==> src/rtl/output_port_scheduler_if.sv <==
// Bundle of request, credit and grant signals between the input ports and
// the output port scheduler. The scheduler uses the slave modport and the
// requesting side uses the master modport.
interface output_port_scheduler_if #(
  parameter int N       = 5,
  parameter int CREDITS = 4
);
  localparam int CW = $clog2(CREDITS + 1);

  logic [0:N-1]  i_req;
  logic [0:N-1]  i_tail;
  logic          i_credit_return;
  logic [0:N-1]  o_grant;
  logic          o_grant_valid;
  logic [CW-1:0] o_credits;
  logic          o_locked;
  logic          o_credit_err;

  modport master (
    output i_req, i_tail, i_credit_return,
    input  o_grant, o_grant_valid, o_credits, o_locked, o_credit_err
  );

  modport slave (
    input  i_req, i_tail, i_credit_return,
    output o_grant, o_grant_valid, o_credits, o_locked, o_credit_err
  );
endinterface

==> src/rtl/output_port_scheduler.sv <==
// Output port scheduler: round-robin arbitration among N input ports with
// credit-based flow control toward a CREDITS-deep downstream buffer.
// Optional macro WORMHOLE_LOCK_EN: when defined, a granted non-tail flit
// locks the output to its input until that packet's tail is granted.
// When undefined, every flit is arbitrated independently and i_tail is ignored.
module output_port_scheduler #(
  parameter int N       = 5,
  parameter int CREDITS = 4
) (
  input  logic                     clk,
  input  logic                     reset,
  input  logic                     ce,
  output_port_scheduler_if.slave   bus
);
  localparam int PW = $clog2(N);
  localparam int CW = $clog2(CREDITS + 1);

  typedef enum logic {IDLE, LOCKED} state_t;

  state_t        state, state_n;
  logic [PW-1:0] owner, owner_n;
  logic [PW-1:0] ptr, ptr_n;
  logic [CW-1:0] count;
  logic          err;

  logic          hit;
  logic [PW-1:0] win;
  logic [PW-1:0] cand;
  logic [PW-1:0] sel;
  logic          take;
  logic [0:N-1]  grant;

  // Next index in round-robin order, wrapping N-1 back to 0.
  function automatic logic [PW-1:0] wrap_inc(input logic [PW-1:0] k);
    if (k == PW'(N - 1)) return '0;
    return k + PW'(1);
  endfunction

  // Credit count after one enabled cycle; a return at full capacity saturates.
  function automatic logic [CW-1:0] next_credits(input logic [CW-1:0] cnt,
                                                 input logic          ret,
                                                 input logic          used);
    case ({ret, used})
      2'b10:   return (cnt == CW'(CREDITS)) ? cnt : cnt + CW'(1);
      2'b01:   return cnt - CW'(1);
      default: return cnt;
    endcase
  endfunction

  // Round-robin scan: first requesting input starting at ptr.
  always_comb begin
    hit  = 1'b0;
    win  = '0;
    cand = ptr;
    for (int j = 0; j < N; j++) begin
      if (!hit && bus.i_req[cand]) begin
        hit = 1'b1;
        win = cand;
      end
      cand = wrap_inc(cand);
    end
  end

  // Grant decision: locked owner only, else the scan winner; none without credit.
  always_comb begin
    take  = 1'b0;
    sel   = win;
    grant = '0;
    if (ce && !reset && (count != '0)) begin
      if (state == LOCKED) begin
        if (bus.i_req[owner]) begin
          take = 1'b1;
          sel  = owner;
        end
      end else if (hit) begin
        take = 1'b1;
        sel  = win;
      end
    end
    if (take) grant[sel] = 1'b1;
  end

  // Next-state logic for lock state, owner and round-robin pointer.
  always_comb begin
    state_n = state;
    owner_n = owner;
    ptr_n   = ptr;
    if (take) begin
`ifdef WORMHOLE_LOCK_EN
      if (state == LOCKED) begin
        if (bus.i_tail[owner]) begin
          state_n = IDLE;
          ptr_n   = wrap_inc(owner);
        end
      end else if (!bus.i_tail[sel]) begin
        state_n = LOCKED;
        owner_n = sel;
      end else begin
        ptr_n = wrap_inc(sel);
      end
`else
      ptr_n = wrap_inc(sel);
`endif
    end
  end

  // State, credit counter and sticky error; everything holds while ce is low.
  always_ff @(posedge clk or posedge reset) begin
    if (reset) begin
      state <= IDLE;
      owner <= '0;
      ptr   <= '0;
      count <= CW'(CREDITS);
      err   <= 1'b0;
    end else if (ce) begin
      state <= state_n;
      owner <= owner_n;
      ptr   <= ptr_n;
      count <= next_credits(count, bus.i_credit_return, take);
      err   <= err | (bus.i_credit_return & ~take & (count == CW'(CREDITS)));
    end
  end

`ifdef WORMHOLE_LOCK_EN
  assign bus.o_locked = (state == LOCKED);
`else
  logic unused_tail;
  assign unused_tail  = ^bus.i_tail;
  assign bus.o_locked = 1'b0;
`endif

  assign bus.o_grant       = grant;
  assign bus.o_grant_valid = take;
  assign bus.o_credits     = count;
  assign bus.o_credit_err  = err;
endmodule

==> src/flat_wrapper.sv <==
// flat-port wrapper written by rule: the top's interface ports become plain ports
module output_port_scheduler_flat 
#(
  parameter int N       = 5,
  parameter int CREDITS = 4
)
  (clk, reset, ce, bus_i_req, bus_i_tail, bus_i_credit_return, bus_o_grant, bus_o_grant_valid, bus_o_credits, bus_o_locked, bus_o_credit_err);
  output_port_scheduler_if #(.N(N), .CREDITS(CREDITS)) bus_i ();
  input  logic clk;
  input  logic reset;
  input  logic ce;
  input wire logic [$bits(bus_i.i_req)-1:0] bus_i_req;
  input wire logic [$bits(bus_i.i_tail)-1:0] bus_i_tail;
  input wire logic [$bits(bus_i.i_credit_return)-1:0] bus_i_credit_return;
  output wire logic [$bits(bus_i.o_grant)-1:0] bus_o_grant;
  output wire logic [$bits(bus_i.o_grant_valid)-1:0] bus_o_grant_valid;
  output wire logic [$bits(bus_i.o_credits)-1:0] bus_o_credits;
  output wire logic [$bits(bus_i.o_locked)-1:0] bus_o_locked;
  output wire logic [$bits(bus_i.o_credit_err)-1:0] bus_o_credit_err;
  assign bus_i.i_req = bus_i_req;
  assign bus_i.i_tail = bus_i_tail;
  assign bus_i.i_credit_return = bus_i_credit_return;
  assign bus_o_grant = bus_i.o_grant;
  assign bus_o_grant_valid = bus_i.o_grant_valid;
  assign bus_o_credits = bus_i.o_credits;
  assign bus_o_locked = bus_i.o_locked;
  assign bus_o_credit_err = bus_i.o_credit_err;
  output_port_scheduler #(.N(N), .CREDITS(CREDITS)) u_core (.clk(clk), .reset(reset), .ce(ce), .bus(bus_i));
endmodule
==> config.mk <==
export PLATFORM = sky130hd
export DESIGN_NAME = output_port_scheduler_flat
export DESIGN_NICKNAME = d
export VERILOG_FILES = /design/src/rtl/output_port_scheduler_if.sv /design/src/rtl/output_port_scheduler.sv /design/src/flat_wrapper.sv
export SDC_FILE = /design/constraint.sdc
export NUM_CORES = 1
export LEC_CHECK = 0
export CORE_UTILIZATION = 35
export CTS_CLUSTER_DIAMETER = 80
export CTS_CLUSTER_SIZE = 10
export DETAILED_ROUTE_END_ITERATION = 16
export GPL_TIMING_DRIVEN = 0
export PLACE_DENSITY = 0.63
export SYNTH_ARGS = -nofsm -noshare
export SYNTH_HDL_FRONTEND = slang
export SYNTH_SLANG_ARGS = --single-unit
==> constraint.sdc <==
create_clock -name clk -period 11.45 [get_ports clk]
set_input_delay 1.7175 -clock clk [delete_from_list [all_inputs] [get_ports clk]]
set_output_delay 1.7175 -clock clk [all_outputs]
set_load 0.03 [all_outputs]
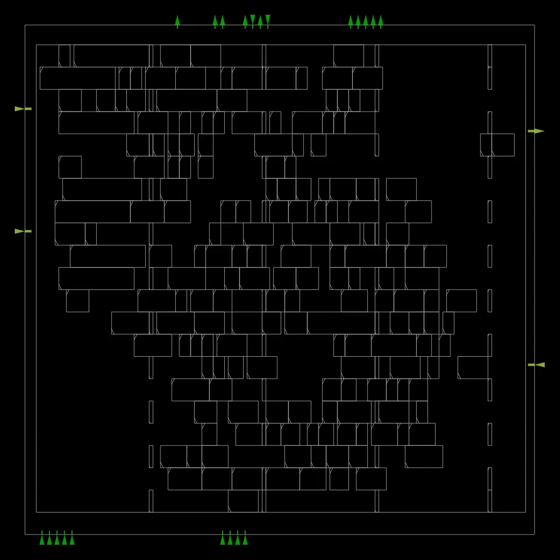
run_1/placed.png
fin util: 44.9%
flop count: 7
Core ar.: 3420 sq um

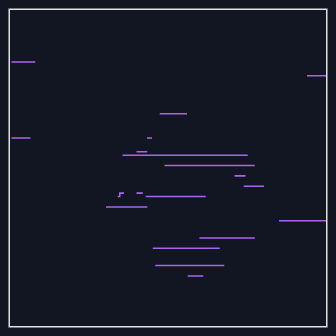
run_1/m3.png
wire length on this layer = 136 um
main direction = horizontal

==> impl_metrics.ini, run 1 <==
; implementation run metrics
[run_status]
outcome = complete, no violations

[sta]
hold_ws_ns = 0.469
setup_viol = 0
tightestPinTransition_ns = 0.620
report.final.slew_viol_count = 0
relSlewSlack_pct = 58.6
fmax_mhz = 133
period_used_pct = 65.8
finalWorstPathRequiredPeriod_ns = 7.53
rsz0062_at_grt = no
worst_slack_ns = 3.92
hold_viol_final = 0

[place]
dp.cells = 229
gp_congestion = 0.922

[yosys]
async_flop_share_pct = 100
avgSynthCellArea_sq_um = 7.70
syn_area_sq_um = 1270
ys_cells = 165
yosysTopAreaCellShare_pct = 11.8
ys.flop_type = dfrtp_1
post_synth_main_area_contributors = dfrtp_1 12%, mux2i_1 11%, ha_1 8.9%, inv_1 5.3%, nor2_1 4.1%
numSynthFlops = 7
syn_nets = 189
yosys_area_sq_um = 1270
syn_inst = 165
yosys.stat.seqShare_pct = 13.9
synth.most_common_cell = inv_1
common_cells = 18 x inv_1, 14 x mux2i_1, 14 x nor2_1, 12 x nand2_1, 10 x o21ai_0
synth.largest_area_cell = dfrtp_1

[worst_setup_path]
crit_path_end_kind = primary output
r2r-end = u_core.ptr[2]$_DFFE_PP0P_
crit_arrival_ns = 5.81
r2r_cells = 18
start_kind = register
r2r-start = u_core.ptr[0]$_DFFE_PP0P_

[routing]
ant_nets = 0
firstDrtPassIters = 4
wl_met3_um = 136
vias_per_cell = 5.67
wl_met2_um = 1640
wl_um = 3350
top_layer = met4

[cells_and_area]
final_nets = 212
n_all_buffers = 22
comb_area_share_pct = 65.2
final_area_sq_um = 1540
nFillCells = 357
nClkBuffers = 4
non_clock_inverter_count = 18
buf_share_pct = 13.4
num-multi-input-gates = 136

[global_route]
grt_util_met1_pct = 24.2
grt.busiest_layer = met2
grt_pass1_vias = 1259
grtUsageMet3_pct = 1.65
grt_overflow = 0
grt_util_met2_pct = 30.2
antenna_found_initial = 0
grt_usage_pct = 18.1

[cts]
cts_setup_buffers = 0
clk_path_buf_depth = 2
tritoncts = done
cts_resized = 0
clkSinkCount = 7
clk_latency_ns = 0.24
clockRootBuffer = clkbuf_4
h-tree-depth = 1

[floorplanning]
dieArea_sq_um = 3880
die_w_um = 62.3
rows = 21

[flow_run]
max-cap-violations = 0
tool_warnings = 36

[hold_path]
min_to = u_core.bus.o_credit_err$_DFFE_PP0P_
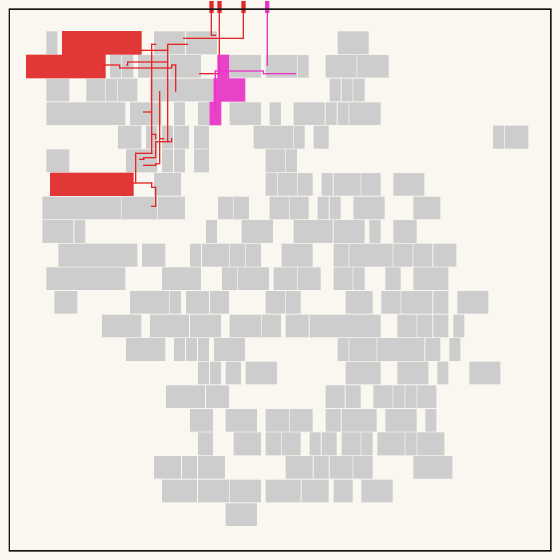
run_1/port_trees.png
magenta -> `bus_i_credit_return`  # bits 1, direction input, edge top, end cells 3, buffers 1, wire 21.2 um
red -> `bus_o_credits`  # bits 3, direction output, edge top, end cells 3, buffers 3, wire 99.6 um
# port buffers: 18
# IOs: 25

run 1: critical path, stage by stage (launching register included):
cell and delay (ns):
dfrtp_1 0.37, clkbuf_1 0.41, inv_1 0.23, ha_1 0.46
inv_1 0.10, ha_1 0.22, o21ai_0 0.12, a22o_1 0.36
inv_1 0.14, ha_1 0.31, or4_4 0.58, a221oi_1 0.46
o2111ai_1 0.25, nand3b_1 0.28, nand2_1 0.19, or2_1 0.32
nor2_1 0.10, clkdlybuf4s50_1 0.68
run 1: cells by family after synthesis:
kind of cell               count (synthesis)  synth area share, %
other                                      1                0.295
adders and majority gates                 10                 10.4
DFF                                        7                 13.9
and+or+nand+nor                           64                 28.9
AOI/OAI and AO/OA                         45                 25.4
muxes                                     16                 13.7
buffers and inverters                     22                 7.38
==> run 2, diff against run 1 <==
--- a/config.mk
+++ b/config.mk
@@ -10,7 +10,7 @@
 export CTS_CLUSTER_SIZE = 10
 export DETAILED_ROUTE_END_ITERATION = 16
 export GPL_TIMING_DRIVEN = 0
-export PLACE_DENSITY = 0.63
+export PLACE_DENSITY = 0.65
 export SYNTH_ARGS = -nofsm -noshare
 export SYNTH_HDL_FRONTEND = slang
 export SYNTH_SLANG_ARGS = --single-unit
==> constraint.sdc (replaced) <==
create_clock -name clk -period 6.61 [get_ports clk]
set_input_delay 0.9915 -clock clk [delete_from_list [all_inputs] [get_ports clk]]
set_output_delay 0.9915 -clock clk [all_outputs]
set_load 0.03 [all_outputs]
==> impl_metrics.ini, run 2 <==
; implementation run metrics
[routing]
vias_per_cell = 5.72
top_layer = met4

[cts]
cts_resized = 0
clockRootBuffer = clkbuf_4
clkSinkCount = 7
cts_setup_buffers = 0
tritoncts = done

[yosys]
yosysTopAreaCellShare_pct = 11.8
syn_nets = 189
ys_cells = 165
ys_sh_aoi_pct = 25.4
topCombFamilyByArea = simple AND/OR/NAND/NOR gates
syn_inst = 165
simple_gate_area_share_pct = 28.9
synth.largest_area_cell = dfrtp_1
avgSynthCellArea_sq_um = 7.70
synth.most_common_cell = inv_1

[cells_and_area]
final_area_sq_um = 1550
nFillCells = 370
final_nets = 211

[place]
io_buffers = 18
gp_congestion = 0.907
dp.cells = 229

[sta]
finalWorstPathRequiredPeriod_ns = 6.30
hold_viol_final = 0
period_used_pct = 95.2
hold_ws_ns = 0.468
setup_viol = 0

[worst_setup_path]
slowest_stage = clkdlybuf4s50_1
path_buffers = 4
r2r-start = u_core.ptr[0]$_DFFE_PP0P_
cp_cell_sequence = inv_1, ha_1, inv_1, ha_1, o21ai_0, a22o_2, inv_1, ha_1, a31oi_1, a211oi_1, a2111oi_0, or4b_4, a21oi_2, mux2i_2, nand2_1, nor2_1, clkdlybuf4s50_1
crit_arrival_ns = 5.30
start_kind = register

[global_route]
grt_pass1_vias = 1302
grt_overflow = 0
antenna_found_initial = 0
grt_util_met2_pct = 28.8

[floorplanning]
core-area_sq_um = 3420
dieArea_sq_um = 3880

[run_status]
outcome = complete, no violations

[hold_path]
min_to = u_core.bus.o_credit_err$_DFFE_PP0P_
[run 2: worst reg2reg max path, cell delays in order, from the launching register on]
cell       delay, ns
dfrtp_2         0.48
inv_1           0.16
ha_1            0.41
inv_1           0.11
ha_1            0.19
o21ai_0         0.12
a22o_2          0.35
inv_1           0.14
ha_1            0.31
a31oi_1         0.07
a211oi_1        0.48
a2111oi_0       0.16
or4b_4          0.52
a21oi_2         0.27
mux2i_2         0.33
inv_1           0.07
ha_1            0.19
or3_1           0.38
a31oi_1         0.25
[run 2: layout make-up]
class,count,share of cell area [%]
clock buffers,4,1.70
plain buffers,3,1.46
repair buffers,18,11.6
well taps,46,3.72
inverters,18,4.37
multi-input cells,136,65.6
flip-flops and latches,7,11.5
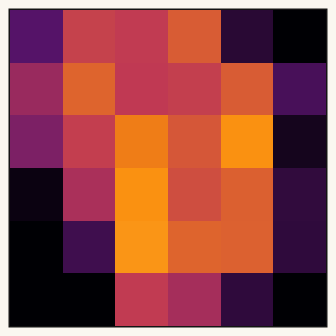
run_2/util_map.png
The die is cut into 6 by 6 equal tiles; black is low, pale yellow is high, 0 to 100% covered.
fullest tile = 77%
mean over tiles = 38%
emptiest ninth of the die = bottom left
densest ninth of the die = middle
tiles over 75% full = 8.3%
Starting Density: 37.2%
fin util: 45.3%

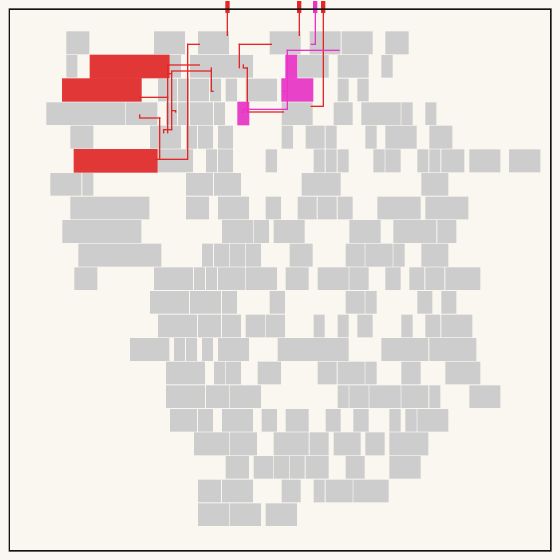
run_2/port_trees.png
red -> `bus_o_credits`  # bits 3, direction output, edge top, end cells 3, buffers 3, wire 91.1 um
magenta -> `bus_i_credit_return`  # bits 1, direction input, edge top, end cells 3, buffers 1, wire 22.9 um

